### Sequential cells colored by netlist name, run 1

Scale bar: 50 µm. Other sequential cells in the stronger gray, the rest of the logic in the fainter gray.
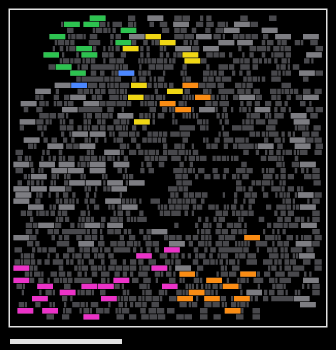
### Routing congestion map, run 1

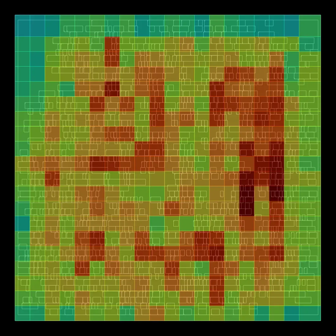
### Clock network drawn from the DEF, run 1

Scale bar: 50 µm.
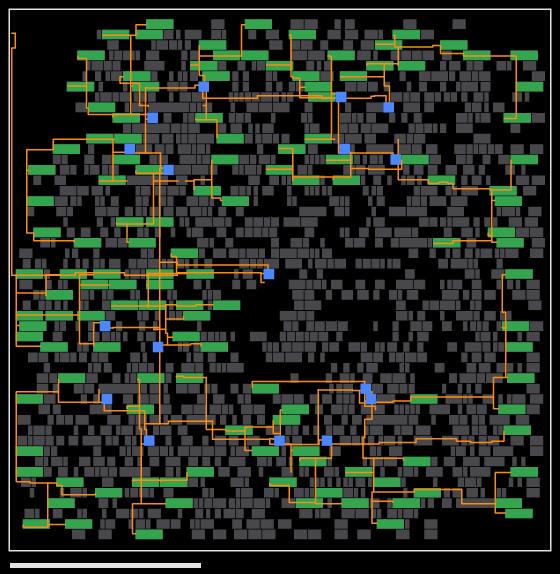
==> src/rtl/beaten_pix_pattern_gen_pkg.sv <==
// Shared definitions for the beaten-pixel pattern generator: pattern codes,
// FSM encodings, LFSR constants and the saturation guard width.
package beaten_pix_pattern_gen_pkg;

  typedef enum logic [1:0] {
    PAT_FLAT  = 2'd0,
    PAT_HRAMP = 2'd1,
    PAT_VRAMP = 2'd2,
    PAT_NOISE = 2'd3
  } pattern_e;

  typedef enum logic [1:0] {
    ST_IDLE    = 2'd0,
    ST_ACTIVE  = 2'd1,
    ST_H_BLANK = 2'd2,
    ST_V_BLANK = 2'd3
  } state_e;

  // x^16+x^14+x^13+x^11+1 as a right-shifting Fibonacci register: bits 0,2,3,5 feed bit 15.
  localparam logic [15:0] LFSR_SEED = 16'hACE1;
  localparam logic [15:0] LFSR_TAPS = 16'h002D;

  // Sums are formed one bit wider than the sample, then clamped to all-ones on carry.
  localparam int SAT_GUARD_BITS = 1;

  function automatic logic [15:0] lfsr_step(input logic [15:0] s);
    return {^(s & LFSR_TAPS), s[15:1]};
  endfunction

endpackage

==> src/rtl/beaten_pix_pattern_gen_if.sv <==
// Sample-side bus of the pattern generator: control inputs plus the
// dual-channel ADC-style sample stream seen by the beaten-pixel filter.
interface beaten_pix_pattern_gen_if #(
  parameter int ADC_WIDHT = 14
);
  logic                 run;
  logic [1:0]           pattern;
  logic [ADC_WIDHT-1:0] base_level;
  logic                 beat_en;
  logic [15:0]          beat_period;
  logic [ADC_WIDHT-1:0] beat_amplitude;

  logic                 clk_adc;
  logic [ADC_WIDHT-1:0] out_adc1;
  logic [ADC_WIDHT-1:0] out_adc2;
  logic                 enable;
  logic                 frame_start;
  logic                 beat_flag1;
  logic                 beat_flag2;

  modport master (
    input  run, pattern, base_level, beat_en, beat_period, beat_amplitude,
    output clk_adc, out_adc1, out_adc2, enable, frame_start, beat_flag1, beat_flag2
  );

  modport slave (
    output run, pattern, base_level, beat_en, beat_period, beat_amplitude,
    input  clk_adc, out_adc1, out_adc2, enable, frame_start, beat_flag1, beat_flag2
  );
endinterface

==> src/rtl/beaten_pix_lfsr.sv <==
// 16-bit noise LFSR; seed reloads the start value, step advances one state.
// With both asserted the register holds the state following the seed.
module beaten_pix_lfsr
  import beaten_pix_pattern_gen_pkg::*;
#(
  parameter int OUT_W = 8
) (
  input  logic             CLK,
  input  logic             RST_N,
  input  logic             seed,
  input  logic             step,
  output logic [OUT_W-1:0] q
);
  logic [15:0] state;

  // NOTE: sequential state uses <= so every register in the design samples pre-edge values.
  always_ff @(posedge CLK) begin
    if (!RST_N) begin
      state <= LFSR_SEED;
    end else if (seed) begin
      state <= step ? lfsr_step(LFSR_SEED) : LFSR_SEED;
    end else if (step) begin
      state <= lfsr_step(state);
    end
  end

  assign q = state[OUT_W-1:0];

endmodule

==> src/rtl/beaten_pix_pattern_gen.sv <==
// Synthetic dual-channel ADC source: framed 14-bit pixel pairs on a divided
// sample clock, with programmable injected defects and per-sample golden flags.
module beaten_pix_pattern_gen
  import beaten_pix_pattern_gen_pkg::*;
#(
  parameter int ADC_WIDHT    = 14,
  parameter int DIV          = 4,
  parameter int PIX_PER_LINE = 384,
  parameter int LINES        = 288,
  parameter int H_BLANK      = 16,
  parameter int V_BLANK      = 4
) (
  input logic                      CLK,
  input logic                      RST_N,
  beaten_pix_pattern_gen_if.master bus
);
  localparam int W          = ADC_WIDHT;
  localparam int VB_SAMPLES = V_BLANK * (PIX_PER_LINE + H_BLANK);
  localparam int PH_W       = $clog2(DIV);
  localparam int PIX_W      = $clog2(PIX_PER_LINE + 1);
  localparam int LINE_W     = $clog2(LINES + 1);
  localparam int BLK_W      = $clog2(VB_SAMPLES + H_BLANK + 1);

  function automatic logic [W-1:0] sat_add(input logic [W-1:0] a, input logic [W-1:0] b);
    logic [W+SAT_GUARD_BITS-1:0] s;
    s = {{SAT_GUARD_BITS{1'b0}}, a} + {{SAT_GUARD_BITS{1'b0}}, b};
    return (s[W+SAT_GUARD_BITS-1:W] != '0) ? {W{1'b1}} : s[W-1:0];
  endfunction

  function automatic logic [W-1:0] sat_sub(input logic [W-1:0] a, input logic [W-1:0] b);
    return (a > b) ? a - b : '0;
  endfunction

  logic [PH_W-1:0]   ph;
  logic              tick;
  logic              clk_adc;
  state_e            state, state_nxt;
  logic              frame_start_nxt, active_nxt;
  logic [PIX_W-1:0]  pix, pix_s;
  logic [LINE_W-1:0] line, line_s;
  logic [BLK_W-1:0]  blk;
  logic [15:0]       beat_cnt, beat_cnt_nxt, cnt_s, period_q, period_s;
  logic              beat_idx, beat_idx_nxt, idx_s, hit, inject;
  pattern_e          pattern_q, pattern_s;
  logic [W-1:0]      base_q, base_s, term, clean1, clean2;
  logic [7:0]        lfsr_q, noise_s;
  logic [W-1:0]      adc1_nxt, adc2_nxt, adc1_q, adc2_q;
  logic              flag1_nxt, flag2_nxt, flag1_q, flag2_q, enable_q, frame_start_q;

  // tick marks the CLK edge on which CLK_ADC rises and a new sample is presented.
  assign tick = (ph == PH_W'(DIV - 1));

  always_ff @(posedge CLK) begin
    if (!RST_N) begin
      ph      <= '0;
      clk_adc <= 1'b0;
    end else begin
      ph <= tick ? '0 : ph + PH_W'(1);
      if (tick) clk_adc <= 1'b1;
      else if (ph == PH_W'(DIV / 2 - 1)) clk_adc <= 1'b0;
    end
  end

  always_ff @(posedge CLK) begin
    if (!RST_N) state <= ST_IDLE;
    else if (tick) state <= state_nxt;
  end

  // RUN is only consulted when no frame is in flight, so a dropped RUN lets the frame finish.
  always_comb begin
    // NOTE: defaults first so every path assigns and no latch is inferred.
    state_nxt       = state;
    frame_start_nxt = 1'b0;
    case (state)
      ST_IDLE: if (bus.run) begin
        state_nxt       = ST_ACTIVE;
        frame_start_nxt = 1'b1;
      end
      ST_ACTIVE: if (pix == PIX_W'(PIX_PER_LINE - 1)) state_nxt = ST_H_BLANK;
      ST_H_BLANK: if (blk == BLK_W'(H_BLANK - 1))
        state_nxt = (line == LINE_W'(LINES - 1)) ? ST_V_BLANK : ST_ACTIVE;
      ST_V_BLANK: if (blk == BLK_W'(VB_SAMPLES - 1)) begin
        state_nxt       = bus.run ? ST_ACTIVE : ST_IDLE;
        frame_start_nxt = bus.run;
      end
      default: state_nxt = ST_IDLE;
    endcase
  end

  // Everything below describes the sample about to be presented at the next tick.
  always_comb begin
    active_nxt = (state_nxt == ST_ACTIVE);
    pix_s      = (!frame_start_nxt && state == ST_ACTIVE) ? pix + PIX_W'(1) : '0;
    line_s     = line;
    if (frame_start_nxt) line_s = '0;
    else if (state == ST_H_BLANK) line_s = line + LINE_W'(1);

    pattern_s = frame_start_nxt ? pattern_e'(bus.pattern) : pattern_q;
    base_s    = frame_start_nxt ? bus.base_level : base_q;
    period_s  = frame_start_nxt ? bus.beat_period : period_q;
    noise_s   = frame_start_nxt ? LFSR_SEED[7:0] : lfsr_q;

    case (pattern_s)
      PAT_HRAMP: term = W'(pix_s);
      PAT_VRAMP: term = W'(line_s);
      PAT_NOISE: term = W'(noise_s);
      default:   term = '0;
    endcase
    clean1 = sat_add(base_s, term);
    clean2 = sat_add(clean1, W'(1));

    cnt_s        = frame_start_nxt ? '0 : beat_cnt;
    idx_s        = frame_start_nxt ? 1'b0 : beat_idx;
    hit          = (period_s != '0) && (cnt_s == period_s - 16'd1);
    inject       = hit && bus.beat_en;
    beat_cnt_nxt = hit ? '0 : cnt_s + 16'd1;
    beat_idx_nxt = inject ? !idx_s : idx_s;

    flag1_nxt = active_nxt && inject && !idx_s;
    flag2_nxt = active_nxt && inject && idx_s;
    adc1_nxt  = '0;
    adc2_nxt  = '0;
    if (active_nxt) begin
      adc1_nxt = flag1_nxt ? sat_add(clean1, bus.beat_amplitude) : clean1;
      adc2_nxt = flag2_nxt ? sat_sub(clean2, bus.beat_amplitude) : clean2;
    end
  end

  always_ff @(posedge CLK) begin
    if (!RST_N) begin
      pix       <= '0;
      line      <= '0;
      blk       <= '0;
      beat_cnt  <= '0;
      beat_idx  <= 1'b0;
      pattern_q <= PAT_FLAT;
      base_q    <= '0;
      period_q  <= '0;
    end else if (tick) begin
      blk <= (state_nxt == state && (state == ST_H_BLANK || state == ST_V_BLANK))
             ? blk + BLK_W'(1) : '0;
      if (active_nxt) begin
        pix      <= pix_s;
        line     <= line_s;
        beat_cnt <= beat_cnt_nxt;
        beat_idx <= beat_idx_nxt;
      end
      if (frame_start_nxt) begin
        pattern_q <= pattern_s;
        base_q    <= base_s;
        period_q  <= period_s;
      end
    end
  end

  beaten_pix_lfsr #(.OUT_W(8)) u_lfsr (
    .CLK   (CLK),
    .RST_N (RST_N),
    .seed  (tick && frame_start_nxt),
    .step  (tick && active_nxt),
    .q     (lfsr_q)
  );

  always_ff @(posedge CLK) begin
    if (!RST_N) begin
      frame_start_q <= 1'b0;
      enable_q      <= 1'b0;
      adc1_q        <= '0;
      adc2_q        <= '0;
      flag1_q       <= 1'b0;
      flag2_q       <= 1'b0;
    end else begin
      frame_start_q <= tick && frame_start_nxt;
      if (tick) begin
        enable_q <= active_nxt;
        adc1_q   <= adc1_nxt;
        adc2_q   <= adc2_nxt;
        flag1_q  <= flag1_nxt;
        flag2_q  <= flag2_nxt;
      end
    end
  end

  assign bus.clk_adc     = clk_adc;
  assign bus.out_adc1    = adc1_q;
  assign bus.out_adc2    = adc2_q;
  assign bus.enable      = enable_q;
  assign bus.frame_start = frame_start_q;
  assign bus.beat_flag1  = flag1_q;
  assign bus.beat_flag2  = flag2_q;

endmodule

==> src/flat_wrapper.sv <==
// flat-port wrapper written by rule: the top's interface ports become plain ports
module beaten_pix_pattern_gen_flat import beaten_pix_pattern_gen_pkg::*;
#(
  parameter int ADC_WIDHT    = 14,
  parameter int DIV          = 4,
  parameter int PIX_PER_LINE = 384,
  parameter int LINES        = 288,
  parameter int H_BLANK      = 16,
  parameter int V_BLANK      = 4
)
  (CLK, RST_N, bus_run, bus_pattern, bus_base_level, bus_beat_en, bus_beat_period, bus_beat_amplitude, bus_clk_adc, bus_out_adc1, bus_out_adc2, bus_enable, bus_frame_start, bus_beat_flag1, bus_beat_flag2);
  beaten_pix_pattern_gen_if #(.ADC_WIDHT(ADC_WIDHT)) bus_i ();
  input logic CLK;
  input logic RST_N;
  input wire logic [$bits(bus_i.run)-1:0] bus_run;
  input wire logic [$bits(bus_i.pattern)-1:0] bus_pattern;
  input wire logic [$bits(bus_i.base_level)-1:0] bus_base_level;
  input wire logic [$bits(bus_i.beat_en)-1:0] bus_beat_en;
  input wire logic [$bits(bus_i.beat_period)-1:0] bus_beat_period;
  input wire logic [$bits(bus_i.beat_amplitude)-1:0] bus_beat_amplitude;
  output wire logic [$bits(bus_i.clk_adc)-1:0] bus_clk_adc;
  output wire logic [$bits(bus_i.out_adc1)-1:0] bus_out_adc1;
  output wire logic [$bits(bus_i.out_adc2)-1:0] bus_out_adc2;
  output wire logic [$bits(bus_i.enable)-1:0] bus_enable;
  output wire logic [$bits(bus_i.frame_start)-1:0] bus_frame_start;
  output wire logic [$bits(bus_i.beat_flag1)-1:0] bus_beat_flag1;
  output wire logic [$bits(bus_i.beat_flag2)-1:0] bus_beat_flag2;
  assign bus_i.run = bus_run;
  assign bus_i.pattern = bus_pattern;
  assign bus_i.base_level = bus_base_level;
  assign bus_i.beat_en = bus_beat_en;
  assign bus_i.beat_period = bus_beat_period;
  assign bus_i.beat_amplitude = bus_beat_amplitude;
  assign bus_clk_adc = bus_i.clk_adc;
  assign bus_out_adc1 = bus_i.out_adc1;
  assign bus_out_adc2 = bus_i.out_adc2;
  assign bus_enable = bus_i.enable;
  assign bus_frame_start = bus_i.frame_start;
  assign bus_beat_flag1 = bus_i.beat_flag1;
  assign bus_beat_flag2 = bus_i.beat_flag2;
  beaten_pix_pattern_gen #(.ADC_WIDHT(ADC_WIDHT), .DIV(DIV), .PIX_PER_LINE(PIX_PER_LINE), .LINES(LINES), .H_BLANK(H_BLANK), .V_BLANK(V_BLANK)) u_core (.CLK(CLK), .RST_N(RST_N), .bus(bus_i));
endmodule
==> config.mk <==
export PLATFORM = sky130hd
export DESIGN_NAME = beaten_pix_pattern_gen_flat
export DESIGN_NICKNAME = d
export VERILOG_FILES = /design/src/rtl/beaten_pix_pattern_gen_pkg.sv /design/src/rtl/beaten_pix_pattern_gen_if.sv /design/src/rtl/beaten_pix_lfsr.sv /design/src/rtl/beaten_pix_pattern_gen.sv /design/src/flat_wrapper.sv
export SDC_FILE = /design/constraint.sdc
export NUM_CORES = 1
export LEC_CHECK = 0
export CAP_MARGIN = 30
export CORE_UTILIZATION = 50
export CTS_BUF_LIST = sky130_fd_sc_hd__clkbuf_4
export CTS_CLUSTER_SIZE = 14
export DETAILED_ROUTE_END_ITERATION = 6
export PLACE_DENSITY_LB_ADDON = 0.15
export SLEW_MARGIN = 10
export SYNTH_ARGS = -nofsm -noshare
export SYNTH_HDL_FRONTEND = slang
export SYNTH_SLANG_ARGS = --single-unit
==> constraint.sdc <==
create_clock -name CLK -period 14.4 [get_ports CLK]
set_input_delay 2.16 -clock CLK [delete_from_list [all_inputs] [get_ports CLK]]
set_output_delay 2.16 -clock CLK [all_outputs]
set_load 0.03 [all_outputs]
==> impl_metrics.tcl, run 1 <==
# implementation run metrics
set metrics [dict create \
    status "complete, no violations" \
    ys_top_logic_family "simple AND/OR/NAND/NOR gates" \
    routedWlPerCell_um 17.2 \
    initCoreUtil 0.513 \
    ys_async_sr_fraction 0 \
    fin_area_mm2 0.0110 \
    met2_length_um 12600 \
    place_inst 1562 \
    yosys.stat.seqShare 0.271 \
    antenna_found_initial 1 \
    dp_hpwl_um 20200 \
    drtAntennaViolNets 0 \
    cts-resized-gates 0 \
    max_slew_margin 0.374 \
    drt-total-wl_um 27400 \
    grt_use_total 0.278 \
    critPathKind "in -> reg" \
    postCtsSetupBuffers 0 \
    grt-ovfl-total 0 \
    reg_top3 "u_core.beat_cnt x16, u_core.period_q x16, u_core.u_lfsr.state x16" \
    cts_sinks 131 \
    maxCapViolCount 0 \
    cts.hold.buffers_added 0 \
    lay_top_count "nand2_1" \
    yosys.area_share.aoi 0.234 \
    cp_max_fo 55 \
    routed_via_density 5.88 \
    whs_ns 0.442 \
    p_seq_frac 0.414 \
    crit_buf_inv 4 \
    ys_types 82 \
    cts_made_buffers 17 \
    dr.first_iter.drc_count 666 \
    p_leak_uw 0.00424 \
    ys_sh_xor 0.0796 \
    syn_area_mm2 0.00967 \
    dieArea_mm2 0.0199 \
    pwr_density_cell_mw_per_mm2 82.0 \
    grt_pass1_wl_um 43700 \
    synth_warnings 0 \
    dr.pass1.iters 6 \
    maxPowerGroup "registers" \
    hold_path.class "reg -> reg" \
    power.total_uw 902 \
    syn_avg_cell_area_um2 7.63 \
    p_comb_frac 0.257 \
    min_period_over_period 0.787 \
    adder_share 0.0709 \
    cts_tree "built" \
    top_cell "nand2_1" \
    maxSlewViolCount 0 \
    slowest_delay_ns 0.78 \
    powerSeq_uw 374 \
    die_h_um 141 \
    warning_count 31 \
    path_delay_family "AND-OR/OR-AND gates" \
    final_cell_mix "202 x nand2_1, 131 x dfxtp_1, 92 x nor2_1" \
    final_hold_viol_count 0 \
    cts-root-buf "clkbuf_4" \
    final_critical_path_setup_slack_ns 3.06 \
    port_buffers 82 \
    p_sw_frac 0.332 \
    ys_area_mm2 0.00967 \
    max_freq_ghz 0.0882 \
    setup-violations-final 0 \
]
Notes on 'Sequential cells colored by netlist name' above:
Key: u_core.period_q = magenta [placed flops 16]; u_core.blk = green [placed flops 11, where top left]; u_core.state = blue [placed flops 2]; u_core.pix = yellow [placed flops 9, where top middle]; u_core.base_q = orange [placed flops 14]
Another 79 sequential cells are not colored.

Notes on 'Routing congestion map' above:
utilization after layout: 0.584
GRT met3 Usage: 0.0476
M1 GR Usage: 0.360
most used routing layer: met2
grt met2 use: 0.457

Notes on 'Clock network drawn from the DEF' above:
Key: clock wires = orange [length 1,900 µm]; clock drivers = blue [count 17]; flip-flops = green [count 131]
There are 18 routed clock nets.

run 1: final cells by class:
cell class | count | area, µm²
Fill cell | 1791 | 7830
Sequential cell | 131 | 2620
Clock inverter | 15 | 206
Tap cell | 260 | 325
Timing Repair Buffer | 92 | 891
Antenna cell | 2 | 5.00
Inverter | 38 | 143
Multi-Input combinational cell | 1041 | 6690
Clock buffer | 17 | 128
run 1: worst paths after layout:
check / start / endpoint / cells past startpoint
setup / recovery: bus_run / u_core.bus.out_adc2[13] / 34
hold / removal: u_core.bus.out_adc1[12] / u_core.bus.out_adc1[12] / 2
setup reg to reg: u_core.state[1] / u_core.bus.out_adc2[13] / 35
hold reg to reg: u_core.bus.out_adc1[12] / u_core.bus.out_adc1[12] / 2
## Run 2: what changed since run 1
Clock period 14.4 ns to 9.9 ns, I/O delays scaled along.
### Gate families picked out, run 2

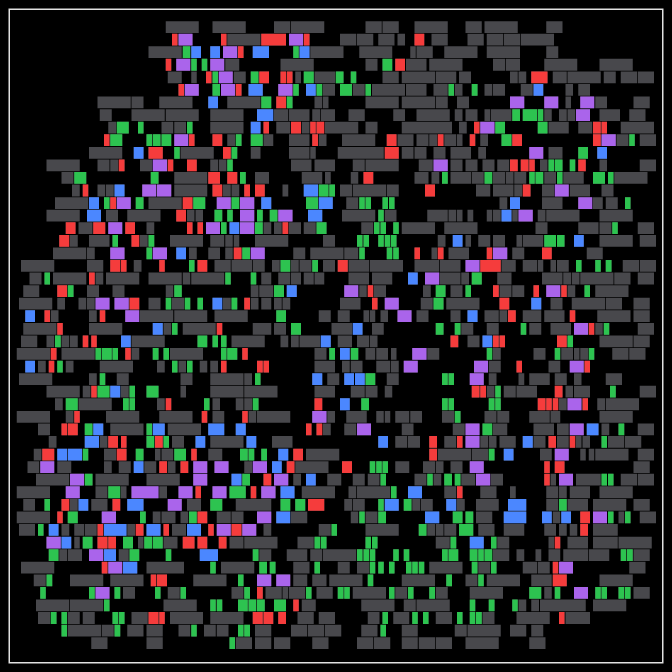
Key: and/or cells = blue [cells 82, most used and3_1, where spread over the die]; xor and xnor cells = purple [cells 87, most used xnor2_1, where spread over the die]; nor cells = red [cells 176, most used nor2_1, where spread over the die]; nand cells = green [cells 295, most used nand2_1, where spread over the die]

==> impl_metrics.tcl, run 2 <==
# implementation run metrics
set metrics [dict create \
    status "complete, no violations" \
    dr.pass1.iters 5 \
    cts.hold.buffers_added 0 \
    power.total_uw 1240 \
    design.seq.count 131 \
    postCtsSetupBuffers 0 \
    dieArea_mm2 0.0199 \
    crit_path_end "u_core.bus.out_adc2[3]" \
    logic_area_mm2 0.00669 \
    fill_cells 1790 \
    max_slew_margin 0.353 \
    comb_area_frac 0.605 \
    grt.met3_usage 0.0425 \
    cp_max_fo 13 \
    pwr_density_cell_mw_per_mm2 112 \
    cts-root-buf "clkbuf_4" \
    syn_avg_cell_area_um2 7.63 \
    num_vias 9412 \
    setup-violations-final 0 \
    warning_count 31 \
    largest_class "multi-input combinational cells" \
    comb_cells 1041 \
    inverters 38 \
    ff2ff_path_depth 38 \
    dp_hpwl_um 20900 \
    crit_buf_inv 5 \
    final_cell_mix "202 x nand2_1, 131 x dfxtp_1, 92 x nor2_1" \
    lay_top_count "nand2_1" \
    timing.rr.start "u_core.state[1]" \
    grtUsageMet1 0.362 \
    cts_max_path_buffers 2 \
    synth_warnings 0 \
    seq_share 0.237 \
    cts_tree "built" \
    taps 260 \
    grt_pass1_wl_um 44700 \
    yosys.stat.seqShare 0.271 \
    whs_path_depth 2 \
    buffers 107 \
    syn_area_mm2 0.00967 \
    grt_use_total 0.285 \
    slowest_delay_ns 0.50 \
    whs_ns 0.444 \
    antenna_found_initial 1 \
    regArea_mm2 0.00262 \
    num_antenna_cells 1 \
    hold_path.class "reg -> reg" \
    io_pins 83 \
    p_sw_frac 0.351 \
    top_cell "nand2_1" \
    fin_nets 1439 \
    final_critical_path_setup_slack_ns 0.963 \
    maxCapViolCount 0 \
    p_leak_uw 0.00429 \
    cts_made_buffers 17 \
    worstSetupPathDepth 37 \
    r2r-end "u_core.bus.out_adc2[3]" \
    hold_end "u_core.bus.out_adc1[10]" \
    path_delay_family "AND-OR/OR-AND gates" \
    drtAntennaViolNets 0 \
    met2_length_um 12800 \
    critPathLaunch "bus_run" \
    grt-ovfl-total 0 \
    ys_area_mm2 0.00967 \
    critPathKind "in -> reg" \
    reg_top3 "u_core.beat_cnt x16, u_core.period_q x16, u_core.u_lfsr.state x16" \
    routedWlPerCell_um 17.3 \
    ys_async_sr_fraction 0 \
    initCoreUtil 0.513 \
    routed_via_density 5.85 \
    clk_share 0.0233 \
    max_freq_ghz 0.112 \
    cts_sinks 131 \
    clock_buffers 17 \
    cts-resized-gates 0 \
    place_inst 1577 \
    die_h_um 141 \
    grt-busiest-layer "met2" \
    placed_cell_area_mm2 0.0108 \
    final_hold_viol_count 0 \
    met2_usage 0.471 \
    buffer_area_frac 0.0917 \
    min_period_over_period 0.903 \
]
## run 2: netlist changes by cell type in the layout (fill, tap and decap cells not counted)
cell	delta
clkinv_2	+2
diode_2	-1
bufinv_16	-3
inv_6	+2
buf_12	+1
buf_2	+1
buf_4	+13
clkinv_4	-2
clkinv_1	+1
## run 2: logic make-up (layout without fill, tap and decap cells)
family          after synthesis  in the layout  share of synthesized area
compound gates              333            333                      0.234
xor+xnor                     87             87                     0.0796
mux                          15             15                     0.0175
other cells                   0              1                          0
flops                       131            131                      0.271
fa+ha+maj                    53             53                     0.0709
simple gates                553            553                      0.287
buf+inv                      95            177                     0.0395
## run 2: power groups by stage
stage               sequential [µW]  clock [µW]  combinational (µW)
finish                          544         352                 345
global route                    545         383                 379
CTS                             544         361                 343
detailed placement              555           0                 341
global placement                555           0                 340
floorplan                       558           0                 234
Power figures rest on the tool's default switching activity, not on a simulated workload.
